### Routed metal, one color a layer, run 1

Two of the layers only.
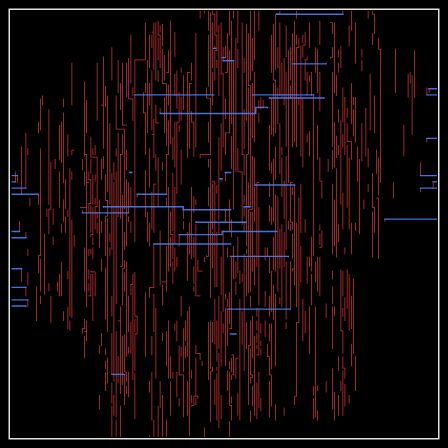
### Cell density map, run 1

Bar = 20 microns. The die is cut into 9 by 9 equal tiles; dark purple is low, yellow is high, 0 to 100% covered.
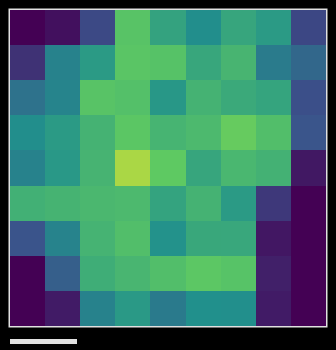
### Where the registers sit, run 1

Bar = 20 microns.
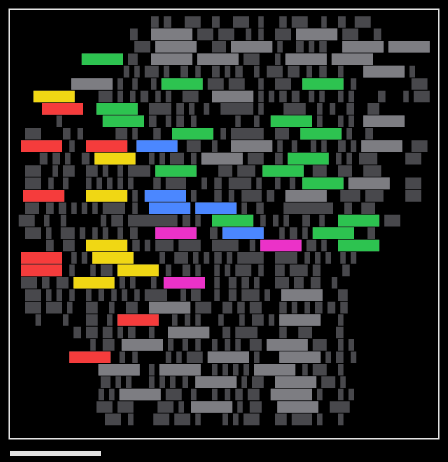
### The clock network, run 1

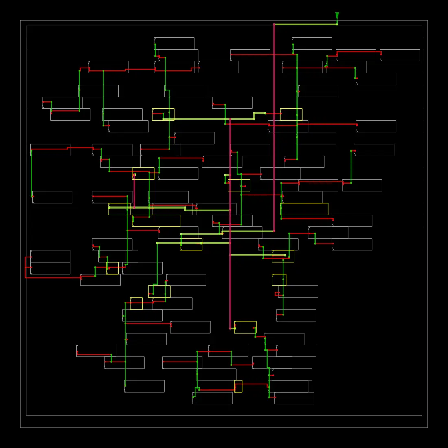
[src/rtl/detector_ctrl_pkg.sv]
// Shared types and default sizing for the detector sequencer.
// Optional feature macro used by detector_ctrl: DETECTOR_CTRL_SPKCNT_EN.
package detector_ctrl_pkg;

  typedef enum logic [2:0] {
    IDLE,
    LOAD,
    SETTLE,
    RUN,
    REFR
  } state_t;

  localparam int THR_W_DEF     = 8;
  localparam int REFR_W_DEF    = 8;
  localparam int TS_W_DEF      = 16;
  localparam int SETTLE_CYCLES = 16;

  localparam logic [15:0] SPKCNT_MAX = 16'hFFFF;

  function automatic int max_int(input int a, input int b);
    return (a > b) ? a : b;
  endfunction

endpackage

[src/rtl/detector_ctrl_evreg.sv]
// One-entry valid/ready holding register for qualified spike events.
// A push into a full register that is not being popped is dropped and raises a sticky overflow flag.
module detector_ctrl_evreg
  import detector_ctrl_pkg::*;
#(
  parameter int TS_W = TS_W_DEF
) (
  input  logic            clk,
  input  logic            rst,
  input  logic            push,
  input  logic [TS_W-1:0] push_ts,
  input  logic            ready,
  input  logic            clr_ovf,
  output logic            valid,
  output logic [TS_W-1:0] ts,
  output logic            ovf
);

  logic free;

  assign free = !valid || ready;

  // Hold the event until handshake; a pop and push in the same cycle loads the new event.
  always_ff @(posedge clk or negedge rst) begin
    if (!rst) begin
      valid <= 1'b0;
      ts    <= '0;
    end else if (push && free) begin
      valid <= 1'b1;
      ts    <= push_ts;
    end else if (ready) begin
      valid <= 1'b0;
    end
  end

  // Sticky overflow: set when an event is lost, cleared only when a new run is started.
  always_ff @(posedge clk or negedge rst) begin
    if (!rst) begin
      ovf <= 1'b0;
    end else if (clr_ovf) begin
      ovf <= 1'b0;
    end else if (push && !free) begin
      ovf <= 1'b1;
    end
  end

endmodule

[src/rtl/detector_ctrl.sv]
// Sequencer for the iir -> enfasi -> detector spike chain: serial threshold load, settle wait,
// refractory-masked spike qualification with timestamps into a one-entry event register.
// Optional macro DETECTOR_CTRL_SPKCNT_EN adds the saturating accepted-spike counter spk_cnt.
module detector_ctrl
  import detector_ctrl_pkg::*;
#(
  parameter int THR_W      = THR_W_DEF,
  parameter int REFR_W     = REFR_W_DEF,
  parameter int TS_W       = TS_W_DEF,
  parameter int SETTLE_LEN = SETTLE_CYCLES
) (
  input  logic              clk,
  input  logic              rst,
  input  logic              cfg_we,
  input  logic [THR_W-1:0]  cfg_thr,
  input  logic [REFR_W-1:0] cfg_refr,
  input  logic              start,
  input  logic              stop,
  input  logic              spike_in,
  output logic              det_enable,
  output logic              det_din,
  output logic              busy,
  output logic              ev_valid,
  input  logic              ev_ready,
  output logic [TS_W-1:0]   ev_ts,
  output logic              ev_ovf
`ifdef DETECTOR_CTRL_SPKCNT_EN
  ,
  output logic [15:0]       spk_cnt
`endif
);

  localparam int SEQ_W = $clog2(max_int(THR_W, SETTLE_LEN) + 1);

  state_t state, next_state;

  logic [THR_W-1:0]  cfg_thr_q;
  logic [REFR_W-1:0] cfg_refr_q;
  logic [THR_W-1:0]  shift_q;
  logic [THR_W-1:0]  thr_src;
  logic [THR_W-1:0]  load_word;
  logic [REFR_W-1:0] refr_cnt;
  logic [SEQ_W-1:0]  seq_cnt;
  logic [TS_W-1:0]   ts;
  logic              start_ok;
  logic              stop_ok;
  logic              accept;
  logic              running;

  assign start_ok = (state == IDLE) && start;
  assign stop_ok  = (state != IDLE) && stop;
  assign running  = (state == RUN) || (state == REFR);
  assign accept   = (state == RUN) && spike_in && !stop;
  assign busy     = (state != IDLE);

  // State register.
  always_ff @(posedge clk or negedge rst) begin
    if (!rst) begin
      state <= IDLE;
    end else begin
      state <= next_state;
    end
  end

  // Next-state logic; stop overrides every phase except IDLE.
  always_comb begin
    next_state = state;
    case (state)
      IDLE:    if (start) next_state = LOAD;
      LOAD:    if (seq_cnt == SEQ_W'(THR_W - 1)) next_state = SETTLE;
      SETTLE:  if (seq_cnt == SEQ_W'(SETTLE_LEN - 1)) next_state = RUN;
      RUN:     if (spike_in && (cfg_refr_q != '0)) next_state = REFR;
      REFR:    if (refr_cnt <= REFR_W'(1)) next_state = RUN;
      default: next_state = IDLE;
    endcase
    if (stop_ok) next_state = IDLE;
  end

  // Configuration is only writable while idle so a running session sees a fixed setup.
  always_ff @(posedge clk or negedge rst) begin
    if (!rst) begin
      cfg_thr_q  <= '0;
      cfg_refr_q <= '0;
    end else if ((state == IDLE) && cfg_we) begin
      cfg_thr_q  <= cfg_thr;
      cfg_refr_q <= cfg_refr;
    end
  end

  // Phase counter for LOAD and SETTLE; restarts on every state change.
  always_ff @(posedge clk or negedge rst) begin
    if (!rst) begin
      seq_cnt <= '0;
    end else if ((next_state == state) && ((state == LOAD) || (state == SETTLE))) begin
      seq_cnt <= seq_cnt + SEQ_W'(1);
    end else begin
      seq_cnt <= '0;
    end
  end

  // The first bit comes from the freshly written word when start and cfg_we coincide.
  always_comb begin
    thr_src   = cfg_we ? cfg_thr : cfg_thr_q;
    load_word = (state == IDLE) ? thr_src : (shift_q << 1);
  end

  // Registered serial load: MSB first, both lines forced low outside LOAD.
  always_ff @(posedge clk or negedge rst) begin
    if (!rst) begin
      shift_q    <= '0;
      det_enable <= 1'b0;
      det_din    <= 1'b0;
    end else if (next_state == LOAD) begin
      shift_q    <= load_word;
      det_enable <= 1'b1;
      det_din    <= load_word[THR_W-1];
    end else begin
      det_enable <= 1'b0;
      det_din    <= 1'b0;
    end
  end

  // Refractory countdown: loaded on an accepted spike, REFR lasts exactly cfg_refr cycles.
  always_ff @(posedge clk or negedge rst) begin
    if (!rst) begin
      refr_cnt <= '0;
    end else if ((state == RUN) && (next_state == REFR)) begin
      refr_cnt <= cfg_refr_q;
    end else if (next_state == REFR) begin
      refr_cnt <= refr_cnt - REFR_W'(1);
    end else begin
      refr_cnt <= '0;
    end
  end

  // Free-running timestamp while running, zero otherwise so the first RUN cycle reads 0.
  always_ff @(posedge clk or negedge rst) begin
    if (!rst) begin
      ts <= '0;
    end else if (running && (next_state != IDLE)) begin
      ts <= ts + TS_W'(1);
    end else begin
      ts <= '0;
    end
  end

  detector_ctrl_evreg #(
    .TS_W(TS_W)
  ) u_evreg (
    .clk     (clk),
    .rst     (rst),
    .push    (accept),
    .push_ts (ts),
    .ready   (ev_ready),
    .clr_ovf (start_ok),
    .valid   (ev_valid),
    .ts      (ev_ts),
    .ovf     (ev_ovf)
  );

`ifdef DETECTOR_CTRL_SPKCNT_EN
  // Saturating count of accepted spikes, including those lost to overflow.
  always_ff @(posedge clk or negedge rst) begin
    if (!rst) begin
      spk_cnt <= '0;
    end else if (start_ok) begin
      spk_cnt <= '0;
    end else if (accept && (spk_cnt != SPKCNT_MAX)) begin
      spk_cnt <= spk_cnt + 16'd1;
    end
  end
`endif

endmodule

[config.mk]
export PLATFORM = sky130hd
export DESIGN_NAME = detector_ctrl
export DESIGN_NICKNAME = d
export VERILOG_FILES = /design/src/rtl/detector_ctrl_pkg.sv /design/src/rtl/detector_ctrl_evreg.sv /design/src/rtl/detector_ctrl.sv
export SDC_FILE = /design/constraint.sdc
export NUM_CORES = 1
export LEC_CHECK = 0
export ABC_AREA = 1
export ABC_CLOCK_PERIOD_IN_PS = 2500
export CELL_PAD_IN_SITES_DETAIL_PLACEMENT = 1
export CELL_PAD_IN_SITES_GLOBAL_PLACEMENT = 1
export CORE_UTILIZATION = 41
export DETAILED_ROUTE_END_ITERATION = 7
export PLACE_DENSITY = 0.89
export SKIP_LAST_GASP = 1
export SYNTH_ARGS = -nofsm -noshare
export SYNTH_HDL_FRONTEND = slang
export SYNTH_SLANG_ARGS = --single-unit
[constraint.sdc]
create_clock -name clk -period 2.5 [get_ports clk]
set_clock_uncertainty 0.15 [all_clocks]
set_input_delay 0.625 -clock clk [delete_from_list [all_inputs] [get_ports clk]]
set_output_delay 0.625 -clock clk [all_outputs]
set_load 0.02 [all_outputs]
==> run summary, run 1 <==
impl run done, here's what came out: run status=finished, final reports clean, count of state elements after synthesis=75, MUX area fraction=1.31%, data required time at the worst endpoint=1.73 ns, share of the clock period used by the worst path=~100%, class of the tightest hold or removal check=in2async, DR iter-0 viols=between 100 and 150, Syn-to-layout area delta=24.3%, Dominant combinational family=simple AND/OR/NAND/NOR gates, buffer share of cell area=about an eighth, Largest delay share family, worst path=buffers and inverters, global-route usage over all layers=23.1%, floorplan row count=33, Congestion Overflow GR=0, chip area=between 8000 and 9000 sq um, critical path capture point=busy, flip-flops with a built-in enable=0, adder and majority gate portion of the synthesized area=1.81%, library cells used by synthesis=29, worst reg2reg endpoint=u_evreg.ts[9], syn_area_per_cell=8.67 sq um, number of nets in the layout=483, synthesized netlist net count=between 400 and 500, Critical Path, Cell by Cell=nor2_1 -> inv_1 -> nor2_2 -> inv_2 -> dlygate4sd2_1, Crit. path cell count=5, max capacitance violation total=0, maximum VDD drop=504 uV, maximum single-stage delay on the critical path=0.47 ns, fillers=approximately 950, total design power=3.53 mW, Synth top cell by count=sky130_fd_sc_hd__nand2_1, register area share after synthesis=a little over half, length in cells of the worst reg-to-reg path=8, setup slack of the most critical reg-to-reg path=0.17 ns, diode insertion count for antenna repair=0, Critical Path Source Type=register, CTS clk-pin slew, worst paths=0.09 ns, multi-input combinational area share=31.4%, buffers plus inverters on the worst setup path=3, Vias per Instance=5.04, number of placed instances, taps included=549, commonest cells after routing, fill and taps aside=sky130_fd_sc_hd__nand2_1 (109), sky130_fd_sc_hd__dfrtp_1 (75), sky130_fd_sc_hd__inv_1 (47), sky130_fd_sc_hd__clkdlybuf4s50_1 (41), sky130_fd_sc_hd__nor2_1 (40), Worst path slowest cell=sky130_fd_sc_hd__dfrtp_1, WL per Instance=16.3 microns, data arrival time of the critical path=1.67 ns, biggest area consumer among cell classes=flip-flops and latches, total leakage power=2.03 nW, top power consumer group=sequential cells, Fmax achieved=409 MHz, setup slack of the critical path after layout=between 0.05 and 0.06 ns, minimum clock period after layout=~2.4 ns, worst setup path startpoint=state[0], WHS=around 0.06 ns, Post-Synth XOR/XNOR Area=about 3.8%, most frequent standard cell in the layout excluding fill and tap cells=sky130_fd_sc_hd__nand2_1, number of cells in the finished layout apart from fillers=~560, tally of buffers added on design ports=around 43, ratio of cells with drive above 1 in the final layout=about a tenth, inverter count=52, Post-DP Area=roughly 4100 sq um, critical path peak fanout=5, overall routed net length=just over 9000 microns, Final setup violation count=0, detailed-route via count=2842, ranking of synthesized cells by instance count=sky130_fd_sc_hd__nand2_1 (109), sky130_fd_sc_hd__dfrtp_1 (75), sky130_fd_sc_hd__inv_1 (47), yosys stat area=3450 sq um, yosys synthesis warning count=0, total power density per cell area=823 nW/um^2
About 'Routed metal, one color a layer':
legend:
  met2:
    color: red
    wire_length: 4930 microns
  met3:
    color: blue
    wire_length: 281 microns

About 'Cell density map':
emptiest ninth of the die: bottom right
fullest tile: 87%
mean over tiles: 47%
tiles over 75% full: 2.5%
area of the placeable core: 8180 sq um
Final Core Density: 52.5%
starting utilization of the core area: 42.2%

About 'Where the registers sit':
legend:
  ts:
    color: green
    sequential_cells: 16
  cfg_thr_q:
    color: red
    sequential_cells: 8
    where: left middle
  seq_cnt:
    color: blue
    sequential_cells: 5
  state:
    color: magenta
    sequential_cells: 3
  shift_q:
    color: yellow
    sequential_cells: 7
    where: left middle
proportion of cell area occupied by registers: 43.7%
Power Sequential: 1.58 mW
register area: 1880 sq um

About 'The clock network':
worst skew pair latency: 0.35 ns
TritonCTS Buffers: 9
TritonCTS Sinks: 75

-- run 1: metal layers --
layer | GRT usage [%] | up-vias | share of wire, %
li1 | - | 1369 | -
met2 | 41.7 | 55 | 54
met5 | 0 | - | 0
met1 | 27.1 | 1404 | 42
met3 | 4.94 | 14 | 3.0
met4 | 7.82 | 0 | 1.5
-- run 1: sequential cells by signal, indices dropped and copies added (netlist names) --
register       cells
ts                16
seq_cnt            5
u_evreg.ovf        1
u_evreg.ts        16
cfg_refr_q         8
det_din            1
cfg_thr_q          8
u_evreg.valid      1
refr_cnt           8
shift_q            7
det_enable         1
state              3
-- run 1: repair_timing --
action / 4_1_cts / 5_1_grt
buffers inserted: 0 / 0
endpoints found under the setup margin: 1 / 14
cloned: 0 / 0
gates resized: 2 / 1
hold buffers: 0 / 0
==> inputs of run 2 (changes only) <==
Settings changed: ABC_CLOCK_PERIOD_IN_PS 2500 to 2700.
Clock period 2.5 ns to 2.7 ns, I/O delays scaled along.
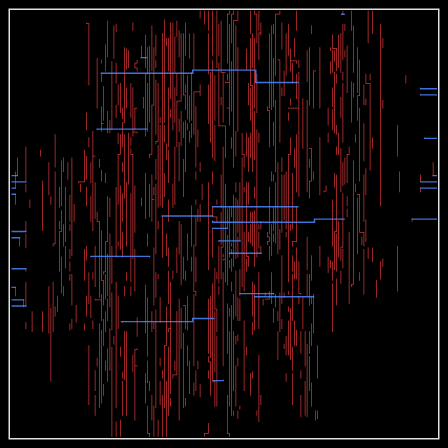
*Routed metal, one color a layer, run 2*
Two of the layers only.
legend:
  met2:
    color: red
    wire_length: 4440 microns
  met3:
    color: blue
    wire_length: 230 microns
global-route usage over all layers: 21.5%
detailed-route via count: 2811
WL per Instance: 15.0 microns
overall routed net length: 8430 microns

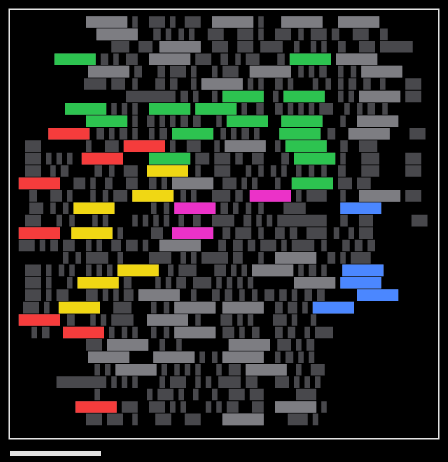
*Where the registers sit, run 2*
Bar = 20 microns.
Final Core Density: 52.4%
proportion of cell area occupied by registers: 43.8%
Power Sequential: 1.46 mW

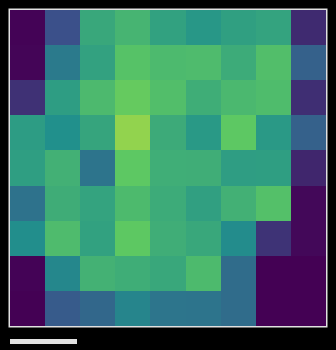
*Cell density map, run 2*
Bar = 20 microns. The die is cut into 9 by 9 equal tiles; dark purple is low, yellow is high, 0 to 100% covered.
nearly empty tiles: 9.9%
fullest tile: 83%
mean over tiles: 47%

==> run 2 against run 1 <==
  * Non-clock buffer count fell by 3
  * Clock power rose by 9%
  * Register-to-register slack improved by 0.25 ns
  * Die area did not move
  * Sequential cell count did not move
  * Largest power group unchanged
  * Sequential share of layout area barely moved
  * Design area barely moved
  * Highest routed layer unchanged
  * Critical path depth did not move
  * Critical path type unchanged
  * Global-route usage fell by 1.6 points
  * Critical endpoint unchanged
  * Wire length fell by 8.4%
==> run summary, run 2 <==
impl run done, here's what came out: fillers=973, total leakage power=2.04 nW, yosys stat area=about 3500 sq um, met2 global-route usage=between 30% and 40%, Regs by FF count=ts (16), u_evreg.ts (16), GR Layer Usage met1=between 20% and 30%, number of hold buffers added after CTS=0, synthesized area=3450 sq um, CTS clk-pin slew, worst paths=0.09 ns, register area=roughly 1900 sq um, top layer used by detailed routing=met4, via count of the first global-routing pass=2954, slew of the pin with the lowest slew margin=0.656 ns, number of cells in the finished layout apart from fillers=~560, met3 track utilization from global routing=4.05%, WHS=around 0.16 ns, width of the die=93.7 microns, sum of negative setup slack=0 ns, cell area after layout=around 4300 sq um, TritonCTS Buffers=9, chip area=8790 sq um, Final Hold Fails=0, maximum single-stage delay on the critical path=between 0.4 and 0.5 ns, diode insertion count for antenna repair=0, total design power=3.37 mW, power in the clock group=between 1 and 1.5 mW, area of the placeable core=8180 sq um, ratio of cells with drive above 1 in the final layout=9.63%, multi-input combinational cell count=264, Final setup violation count=0, proportion of netlist area held by the largest area contributor=54.4%, Detail Route met3 WL=230 microns, ranking of synthesized cells by instance count=sky130_fd_sc_hd__nand2_1 (109), sky130_fd_sc_hd__dfrtp_1 (75), sky130_fd_sc_hd__inv_1 (47), worst relative slew slack=a little under three fifths, die outline height=93.7 microns, synthesized netlist net count=426, power spent charging and discharging nets=1.12 mW, Worst path slowest cell=sky130_fd_sc_hd__dfrtp_1, largest net degree at the start of global routing=76, Syn-to-layout area delta=24.2%, max capacitance violation total=0, flip-flops with a built-in enable=0, Final HPWL DP=5900 microns, flip-flops=75, length of routed wiring on met1=3640 microns, setup slack of the critical path after layout=~0.090 ns, total count of max-transition violations in the final report=0, length in cells of the worst reg-to-reg path=12, multi-input combinational area share=31.2%, buffer share of cell area=approximately 11%, switching portion of total power=between 30% and 40%, yosys synthesis warning count=0, inverter count=between 50 and 60, share of the clock period used by the worst path=96.7%, maximum level of the CTS H-tree=3, Most Crowded Layer GR=met2, syn_area_per_cell=between 8 and 9 sq um, buffers plus inverters on the worst setup path=3, top power consumer group=sequential cells, number of nets in the layout=480, Critical Path, Cell by Cell=nor2_1 -> inv_1 -> nor2_1 -> inv_2 -> dlygate4sd2_1, run status=finished, final reports clean, library cells used by synthesis=29, tally of buffers added on design ports=43, critical path capture point=busy, Vias per Instance=5.00, total power density per cell area=a little under 800 nW/um^2, starting utilization of the core area=42.2%, RR Startpoint=seq_cnt[0], Largest delay share family, worst path=buffers and inverters, data required time at the worst endpoint=1.88 ns, critical path peak fanout=9, part of the power in the clock network=around 33%, proportion of register bits with asynchronous set or reset after synthesis=100%, worst reg2reg endpoint=ts[12], Final GP Congestion=0.852, TritonCTS Sinks=75, setup slack of the most critical reg-to-reg path=about 0.42 ns, DR iter-0 viols=roughly 180, Crit. path cell count=5, top cells by area in the synthesized netlist=sky130_fd_sc_hd__dfrtp_1 (54%), sky130_fd_sc_hd__nand2_1 (12%), sky130_fd_sc_hd__inv_1 (5.1%), number of placed instances, taps included=approximately 550, internal power=2.25 mW, biggest area consumer among cell classes=flip-flops and latches, length of the first detailed-routing pass in iterations=4, worst skew pair latency=~0.37 ns, worst setup path startpoint=state[0], register share of total power=between 40% and 50%, Fmax achieved=383 MHz, RSZ-0062 raised after global routing=false, most frequent standard cell in the layout excluding fill and tap cells=sky130_fd_sc_hd__nand2_1, proportion of cell area spent on the clock network=5.93%, class of the tightest hold or removal check=in2async, floorplan row count=33, Congestion Overflow GR=0, register area share after synthesis=between 50% and 60%, total number of warnings across the stage logs=27, Critical Path Source Type=register, cell with the most instances on the worst path=sky130_fd_sc_hd__nor2_1, Post-DP Area=4030 sq um, tally of nets with antenna violations remaining after routing=0, data arrival time of the critical path=1.79 ns, commonest cells after routing, fill and taps aside=sky130_fd_sc_hd__nand2_1 (109), sky130_fd_sc_hd__dfrtp_1 (75), sky130_fd_sc_hd__inv_1 (47), sky130_fd_sc_hd__nor2_1 (41), sky130_fd_sc_hd__clkdlybuf4s50_1 (41), detailed-routed wire length on met2=4440 microns, Synth top cell by count=sky130_fd_sc_hd__nand2_1, Yosys Instances=398, tapcell count=105, antenna violations before repair=0, count of state elements after synthesis=approximately 75, maximum VDD drop=between 400 and 500 uV, minimum clock period after layout=2.61 ns
[run 2: netlist changes by cell type in the layout (fill, tap and decap cells not counted), sizes merged]
cell      previous run  this run
inv                 53        56
clkinv               1         0
clkinvlp             2         0
buf                 11         8
bufinv               2         3
[run 2: cell families (layout without fill, tap and decap cells)]
logic type / Yosys count / count (layout) / synth area share, %
and+or+nand+nor: 194 / 194 / 24.1
AOI/OAI and AO/OA: 46 / 46 / 7.72
buffers and inverters: 59 / 118 / 6.85
adders and majority gates: 5 / 5 / 1.81
xor gates and xnor gates: 15 / 15 / 3.81
muxes: 4 / 4 / 1.31
DFF: 75 / 75 / 54.4
[run 2: timing repair]
| action | in CTS | in global routing |
|---|---|---|
| endpoints found under the setup margin | 1 | 0 |
| resized | 1 | 0 |
| buffers inserted | 0 | 0 |
==> inputs of run 3 (changes only) <==
Settings changed: CAP_MARGIN set to 20, SETUP_SLACK_MARGIN set to 0.15, SLEW_MARGIN set to 40.
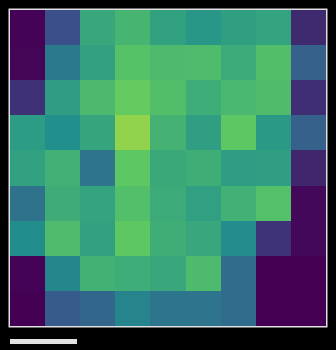
*Cell density map, run 3*
Bar = 20 microns. The die is cut into 9 by 9 equal tiles; dark purple is low, yellow is high, 0 to 100% covered.
emptiest ninth of the die: bottom right
tiles over 75% full: 2.5%
mean over tiles: 47%
fullest tile: 83%

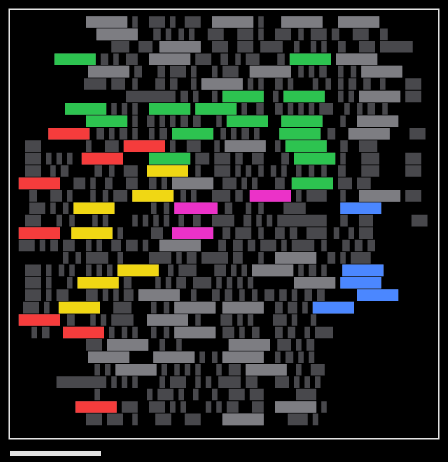
*Where the registers sit, run 3*
Bar = 20 microns.
legend:
  state:
    color: magenta
    sequential_cells: 3
  seq_cnt:
    color: blue
    sequential_cells: 5
  shift_q:
    color: yellow
    sequential_cells: 7
    where: left middle
  ts:
    color: green
    sequential_cells: 16
  cfg_thr_q:
    color: red
    sequential_cells: 8
not colored: 36

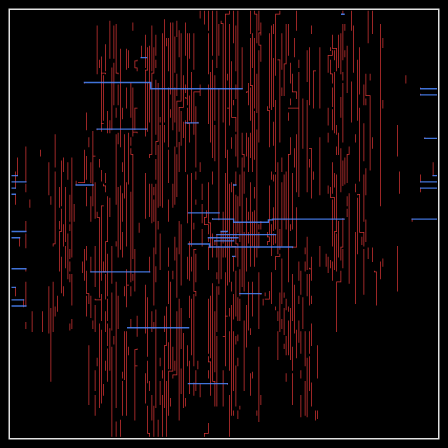
*Routed metal, one color a layer, run 3*
Two of the layers only.
legend:
  met3:
    color: blue
    wire_length: 221 microns
  met2:
    color: red
    wire_length: 4470 microns

==> run 3 against run 2 <==
  * Sequential cell count unchanged
  * Highest routed layer unchanged
  * Largest power group unchanged
  * Area after synthesis unchanged
  * Global-route usage unchanged
  * Hold slack worse by 0.013 ns
  * Sequential share of layout area about the same
==> run summary, run 3 <==
impl run done, here's what came out: met2 global-route usage=between 30% and 40%, ranking of synthesized cells by instance count=sky130_fd_sc_hd__nand2_1 (109), sky130_fd_sc_hd__dfrtp_1 (75), sky130_fd_sc_hd__inv_1 (47), critical path peak fanout=9, Critical Path, Cell by Cell=nor2_2 -> inv_1 -> nor2_2 -> inv_2 -> clkdlybuf4s15_1, number of placed instances, taps included=~550, number of nets in the layout=480, register area share after synthesis=54.4%, floorplan row count=33, Syn-to-layout area delta=24.4%, Final Core Density=52.5%, WHS=0.151 ns, flip-flops=around 75, Post-Synth XOR/XNOR Area=3.81%, Final setup violation count=0, chip area=~9000 sq um, syn_area_per_cell=approximately 8.7 sq um, flip-flops with a built-in enable=0, worst skew pair latency=around 0.37 ns, total leakage power=just over 2 nW, internal power=~2.3 mW, WL per Instance=15.1 microns, top layer used by detailed routing=met4, Final GP Congestion=0.852, power in the clock group=1.11 mW, post-cts gate resize count=2, area of the placeable core=8180 sq um, minimum clock period after layout=2.46 ns, synthesized area=3450 sq um, top cells by area in the synthesized netlist=sky130_fd_sc_hd__dfrtp_1 (54%), sky130_fd_sc_hd__nand2_1 (12%), sky130_fd_sc_hd__inv_1 (5.1%), MUX area fraction=around 1.3%, Regs by FF count=ts (16), u_evreg.ts (16), inverter count=52, tally of nets with antenna violations remaining after routing=0, library cells used by synthesis=29, DR iter-0 viols=roughly 170, Final Hold Fails=0, tally of buffers added on design ports=43, proportion of cell area spent on the clock network=under 10%, diode insertion count for antenna repair=0, maximum level of the CTS H-tree=3, total count of max-transition violations in the final report=0, Most Crowded Layer GR=met2, total number of warnings across the stage logs=27, detailed-route via count=2796, cell with the most instances on the worst path=sky130_fd_sc_hd__nor2_2, length of routed wiring on met1=3660 microns, width of the die=93.7 microns, power spent charging and discharging nets=1.13 mW, cell area after layout=4290 sq um, buffer share of cell area=~11%, Largest delay share family, worst path=buffers and inverters, biggest area consumer among cell classes=flip-flops and latches, number of hold buffers added after CTS=0, via count of the first global-routing pass=2954, setup slack of the critical path after layout=between 0.2 and 0.25 ns, maximum single-stage delay on the critical path=between 0.4 and 0.5 ns, simple-gate portion of the synthesized area=24.1%, proportion of register bits with asynchronous set or reset after synthesis=100%, Worst path slowest cell=sky130_fd_sc_hd__dfrtp_2, adder and majority gate portion of the synthesized area=1.81%, antenna violations before repair=0, overall routed net length=8480 microns, tapcell count=approximately 110, Fmax achieved=just over 400 MHz, Post-DP Area=4030 sq um, die outline height=roughly 94 microns, max capacitance violation total=0, yosys synthesis warning count=0, Vias per Instance=approximately 5.0, Power Sequential=1.46 mW, GR Layer Usage met1=between 20% and 30%, classification of the worst setup path=reg2out, global-route usage over all layers=a little over a fifth, register area=1880 sq um, maximum VDD drop=418 uV, worst relative slew slack=56.0%, Dominant combinational family=simple AND/OR/NAND/NOR gates, register share of total power=43.3%, compound-cell area share of the yosys netlist=around 7.7%, buffers plus inverters on the worst setup path=3, TritonCTS Buffers=9, multi-input combinational cell count=264, switching portion of total power=33.3%, largest net degree at the start of global routing=76, CTS clk-pin slew, worst paths=0.09 ns, run status=finished, final reports clean, RSZ-0062 raised after global routing=false, data arrival time of the critical path=1.63 ns, top power consumer group=sequential cells, TritonCTS Sinks=around 75, total power density per cell area=786 nW/um^2, total design power=3.38 mW, detailed-routed wire length on met2=4470 microns, synthesized netlist net count=about 430, clock buffers=9, length of the first detailed-routing pass in iterations=4, share of the clock period used by the worst path=91.0%, starting utilization of the core area=42.2%, sum of negative setup slack=0 ns, count of state elements after synthesis=75, proportion of cell area occupied by registers=43.7%, met3 track utilization from global routing=4.05%, Congestion Overflow GR=0, most frequent standard cell in the layout excluding fill and tap cells=sky130_fd_sc_hd__nand2_1, data required time at the worst endpoint=1.88 ns, buffer count from post-CTS setup fixing=0, Detail Route met3 WL=220 microns, class of the tightest hold or removal check=in2async, Yosys Instances=398, multi-input combinational area share=31.3%, fillers=971, proportion of netlist area held by the largest area contributor=between 50% and 60%, part of the power in the clock network=32.9%, slew of the pin with the lowest slew margin=0.660 ns, Synth top cell by count=sky130_fd_sc_hd__nand2_1, number of cells in the finished layout apart from fillers=562, yosys stat area=3450 sq um
[run 3: cell counts after synthesis]
Identical to the previous run, type by type.
[run 3: logic make-up (layout without fill, tap and decap cells)]
kind of cell,after synthesis,after routing
multiplexers,4,4
flip-flops,75,75
buffers and inverters,59,118
AND-OR/OR-AND,46,46
XOR/XNOR,15,15
AND/OR/NAND/NOR,194,194
adder cells (fa/ha/maj),5,5
[run 3: worst paths after layout]
path | startpoint | to | slack, ns | cells after the start
min in group clk | seq_cnt[0] | seq_cnt[0] | 0.33 | 1
max in group asynchronous | rst | state[0] | 1.88 | 2
min | rst | u_evreg.ts[6] | 0.15 | 2
max reg2reg | seq_cnt[0] | ts[12] | 0.42 | 12
min reg2reg | seq_cnt[0] | seq_cnt[0] | 0.33 | 1
max | state[0] | busy | 0.24 | 5

==> notes/layouts.md <==
Pictures saved along the way, in no particular order.

Routed metal per tile.
The die is cut into 19 by 19 equal tiles; dark purple is low, yellow is high, scaled to the fullest tile. Values are wire area over tile area, all layers added.
picture 1
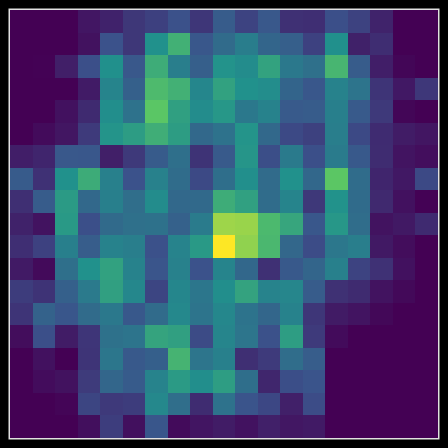
picture 2
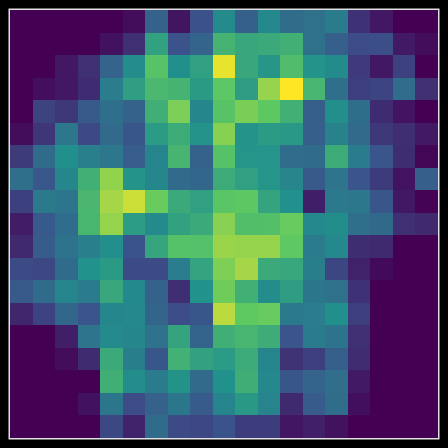
Picture 2 is run 1.
Picture 1 is run 3.

Key to picture 2:
emptiest ninth of the die: bottom right
tiles over half the peak: 27%
mean over tiles: 0.16
fullest tile: 0.48
nearly empty tiles: 17%

Power is estimated from default activity; no workload was simulated.
